$ cat src/rtl/stream_upsizer.sv
// Narrow-to-wide valid/ready stream packer: RATIO input beats form one output word,
// with an early partial-word flush (and per-lane keep mask) when a beat carries last.
module stream_upsizer #(
  parameter  int IN_WIDTH  = 8,
  parameter  int RATIO     = 4,
  localparam int OUT_WIDTH = IN_WIDTH * RATIO
) (
  input  logic                 clk_i,
  input  logic                 rst_i,
  input  logic [IN_WIDTH-1:0]  in_data_i,
  input  logic                 in_last_i,
  input  logic                 in_valid_i,
  output logic                 in_ready_o,
  output logic [OUT_WIDTH-1:0] out_data_o,
  output logic [RATIO-1:0]     out_keep_o,
  output logic                 out_last_o,
  output logic                 out_valid_o,
  input  logic                 out_ready_i
);

  localparam int CW        = (RATIO > 1) ? $clog2(RATIO) : 1;
  localparam int ACC_LANES = (RATIO > 1) ? RATIO - 1 : 1;
  localparam logic [CW-1:0] LAST_LANE = CW'(RATIO - 1);

  if (RATIO < 1) begin : g_ratio_check
    $error("stream_upsizer: RATIO must be >= 1");
  end
  if (IN_WIDTH < 1) begin : g_width_check
    $error("stream_upsizer: IN_WIDTH must be >= 1");
  end

  logic [CW-1:0]                      r_cnt;
  logic [ACC_LANES-1:0][IN_WIDTH-1:0] r_acc_data;
  logic [ACC_LANES-1:0]               r_acc_keep;
  logic [OUT_WIDTH-1:0]               r_out_data;
  logic [RATIO-1:0]                   r_out_keep;
  logic                               r_out_last;
  logic                               r_out_valid;

  logic                 w_in_ready;
  logic                 w_acc_hs;
  logic                 w_complete;
  logic [OUT_WIDTH-1:0] w_word;
  logic [RATIO-1:0]     w_keep;

  // The output register can take a new word whenever it is empty or being drained.
  assign w_in_ready = ~r_out_valid | out_ready_i;
  assign w_acc_hs   = in_valid_i & w_in_ready;
  assign w_complete = w_acc_hs & ((r_cnt == LAST_LANE) | in_last_i);

  // Lanes below cnt come from the accumulator (gated by their keep bit), lane cnt
  // takes the incoming beat, and everything above is zero with keep cleared.
  for (genvar gi = 0; gi < RATIO; gi++) begin : g_lane
    localparam logic [CW-1:0] LANE = CW'(gi);
    if (gi < RATIO - 1) begin : g_acc_lane
      assign w_word[gi*IN_WIDTH +: IN_WIDTH] = (r_cnt == LANE) ? in_data_i :
                                               (r_acc_keep[gi] ? r_acc_data[gi] : '0);
      assign w_keep[gi] = (r_cnt == LANE) | r_acc_keep[gi];
    end else begin : g_top_lane
      assign w_word[gi*IN_WIDTH +: IN_WIDTH] = (r_cnt == LANE) ? in_data_i : '0;
      assign w_keep[gi] = (r_cnt == LANE);
    end
  end

  always_ff @(posedge clk_i) begin
    if (rst_i) begin
      r_cnt       <= '0;
      r_acc_data  <= '0;
      r_acc_keep  <= '0;
      r_out_data  <= '0;
      r_out_keep  <= '0;
      r_out_last  <= 1'b0;
      r_out_valid <= 1'b0;
    end else if (w_complete) begin
      r_out_data  <= w_word;
      r_out_keep  <= w_keep;
      r_out_last  <= in_last_i;
      r_out_valid <= 1'b1;
      r_cnt       <= '0;
      r_acc_keep  <= '0;
    end else begin
      if (out_ready_i) begin
        r_out_valid <= 1'b0;
      end
      if (w_acc_hs) begin
        r_cnt <= r_cnt + CW'(1);
        for (int i = 0; i < ACC_LANES; i++) begin
          if (r_cnt == CW'(i)) begin
            r_acc_data[i] <= in_data_i;
            r_acc_keep[i] <= 1'b1;
          end
        end
      end
    end
  end

  assign in_ready_o  = w_in_ready;
  assign out_data_o  = r_out_data;
  assign out_keep_o  = r_out_keep;
  assign out_last_o  = r_out_last;
  assign out_valid_o = r_out_valid;

endmodule
$ cat config.mk
export PLATFORM = sky130hd
export DESIGN_NAME = stream_upsizer
export DESIGN_NICKNAME = d
export VERILOG_FILES = /design/src/rtl/stream_upsizer.sv
export SDC_FILE = /design/constraint.sdc
export NUM_CORES = 1
export LEC_CHECK = 0
export CORE_ASPECT_RATIO = 1.2
export CORE_MARGIN = 2
export CORE_UTILIZATION = 40
export CTS_CLUSTER_SIZE = 14
export DETAILED_ROUTE_END_ITERATION = 10
export PLACE_DENSITY = 0.7
export SETUP_SLACK_MARGIN = 0.4
export SYNTH_ARGS = -nofsm -noshare
export SYNTH_HDL_FRONTEND = slang
export SYNTH_SLANG_ARGS = --single-unit
$ cat constraint.sdc
create_clock -name clk_i -period 3 [get_ports clk_i]
set_clock_uncertainty 0.2 [all_clocks]
set_input_delay 0.3 -clock clk_i [delete_from_list [all_inputs] [get_ports clk_i]]
set_output_delay 0.3 -clock clk_i [all_outputs]
set_load 0.1 [all_outputs]
**Run 1: floorplan with the power grid**

Bar = 20 microns. Pins as bars on the die edge.
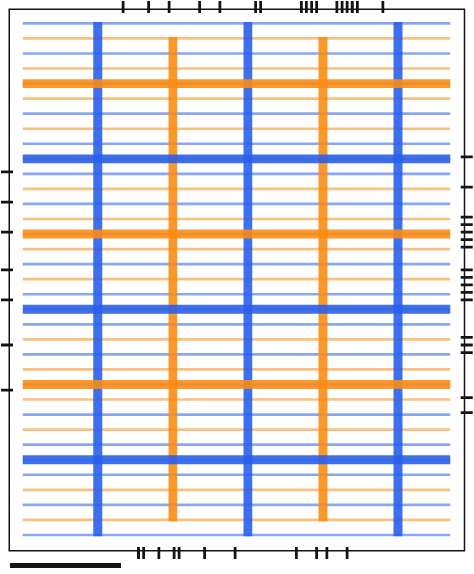
- VDD: orange
- VSS: blue
- rows: 34
- met5 straps: 6
- met1 rails: 35
- signal pins: 52
- met4 straps: 5

**Run 1: placed cells, one color a class**

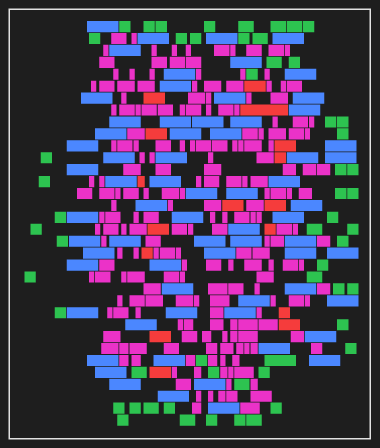
- clock drivers and dummy loads: red (cells 16; share of their area 5.8%)
- flops: blue (cells 67; share of their area 39%)
- combinational and other logic: magenta (cells 207; share of their area 42%)
- other buffers and delay cells: green (cells 56; share of their area 13%)

**Run 1: routed clock nets over the placement**

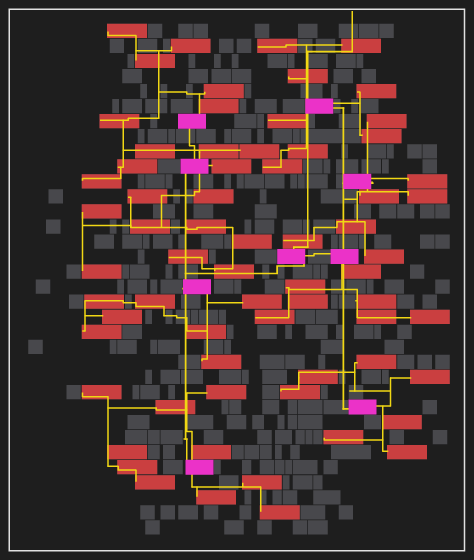
- clock drivers: magenta (count 9)
- flip-flops: red (count 67)
- clock wires: yellow (length 807 microns)
- routed clock nets: 10

==> results.json, run 1 <==
{
  "insertion_delay_ns": 0.34,
  "fin_nets": 358,
  "grt_pass1_wl_microns": 10300,
  "placed_area_sq_mm": 0.00338,
  "coreArea_sq_mm": 0.00715,
  "sh_seq_area": 0.374,
  "comb_area_sq_mm": 0.00145,
  "slew_headroom": 0.546,
  "post-route-util": 0.502,
  "die-area_sq_mm": 0.00801,
  "powerComb_uw": 275,
  "outcome": "finished clean",
  "r2r_start": "r_cnt[0]$_SDFFE_PP0N_",
  "post-place-ws_ns": 0.733,
  "post_cts_resize_count": 0,
  "fin_crit_sh": 0.683,
  "io_buffers": 51,
  "ys_sh_xor": 0,
  "firstDrtPassIters": 4,
  "ant_nets": 0,
  "grt_max_degree": 49,
  "logic_gate_count": 201,
  "combPwrFrac": 0.141,
  "yosys_cells": 295,
  "synth-compound-area-share": 0.0617,
  "seq_power_uw": 924,
  "power.group.top": "sequential cells",
  "antenna_cells": 0,
  "yosys_area_sq_mm": 0.00292,
  "mostFrequentLayoutCell": "nand2_1",
  "via_count": 2172,
  "cts_sinks": 67,
  "period_needed_ns": 2.05,
  "min_to": "out_keep_o[3]$_SDFFE_PP0P_",
  "vdd_ir_drop_max_uv": 271,
  "cp_slowest_cell": "clkdlybuf4s50_1",
  "rsz0062_at_grt": "false",
  "synth.avg_cell_area_sq_um": 9.90,
  "cpPeakStageDelay_ns": 0.50,
  "die_h_microns": 97.6,
  "worstSetupPathType": "in -> out",
  "max_freq_mhz": 488,
  "yosysTopAreaCell": "dfxtp_1",
  "regArea_sq_mm": 0.00134,
  "power_density_mw_per_mm2": 544,
  "antenna_found_initial": 0,
  "place_congestion": 0.783,
  "p_int_uw": 1410
}
**Run 1: routing congestion**

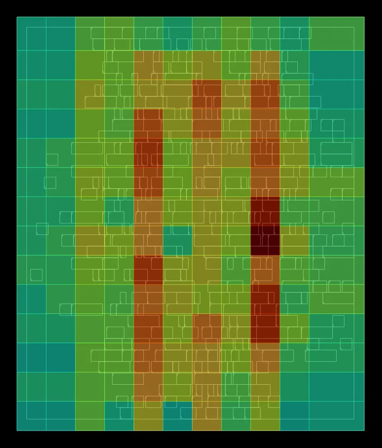

## Run 2: what changed since run 1
==> constraint.sdc (replaced) <==
create_clock -name clk_i -period 1.9 [get_ports clk_i]
set_clock_uncertainty 0.2 [all_clocks]
set_input_delay 0.19 -clock clk_i [delete_from_list [all_inputs] [get_ports clk_i]]
set_output_delay 0.19 -clock clk_i [all_outputs]
set_load 0.1 [all_outputs]
**Run 2: routing congestion**

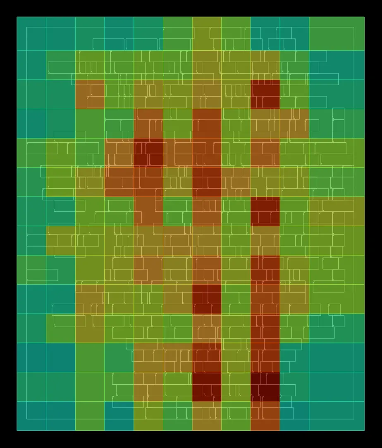
Wirelength per Cell: 16.3 microns
global-route track usage on met1: 0.251
GR met3 Demand/Resource: 0.0297
met2 usage: 0.305
GRT Max-Usage Layer: met2

==> run 2 against run 1 <==
Via count rose by 9.1%. Die size stayed put. Worst setup slack lost 0.72 ns. Clock power increased by 42%. Total power increased by 60%. Register-to-register slack worse by 0.73 ns. Critical path type is now reg -> out. Highest routed layer unchanged. Wire length grew 19%. First-iteration DRC count decreased by 27%. Sequential power rose by 59%. Sequential share of layout area shrank 6.0 points. Flip-flop count unchanged.
==> results.json, run 2 <==
{
  "yosys_area_sq_mm": 0.00292,
  "die_h_microns": 97.6,
  "ys_sh_xor": 0,
  "ant_nets": 0,
  "powerComb_uw": 586,
  "synth.avg_cell_area_sq_um": 9.90,
  "mostFrequentLayoutCell": "nand2_1",
  "post_cts_resize_count": 28,
  "p_int_uw": 2170,
  "min_to": "out_keep_o[3]$_SDFFE_PP0P_",
  "r2r_start": "r_cnt[1]$_SDFFE_PP0N_",
  "outcome": "finished clean",
  "sh_seq_area": 0.314,
  "insertion_delay_ns": 0.35,
  "period_needed_ns": 1.67,
  "fin_crit_sh": 0.878,
  "post-place-ws_ns": -0.0520,
  "place_congestion": 0.826,
  "grt_max_degree": 43,
  "synth-compound-area-share": 0.0617,
  "antenna_cells": 0,
  "die-area_sq_mm": 0.00801,
  "via_count": 2369,
  "cts_sinks": 67,
  "firstDrtPassIters": 4,
  "yosysTopAreaCell": "dfxtp_1",
  "combPwrFrac": 0.188,
  "logic_gate_count": 202,
  "cpPeakStageDelay_ns": 0.35,
  "cp_slowest_cell": "dfxtp_4",
  "io_buffers": 51,
  "rsz0062_at_grt": "true",
  "power.group.top": "sequential cells",
  "vdd_ir_drop_max_uv": 388,
  "post-route-util": 0.603
}
Power and IR drop assume default switching activity.
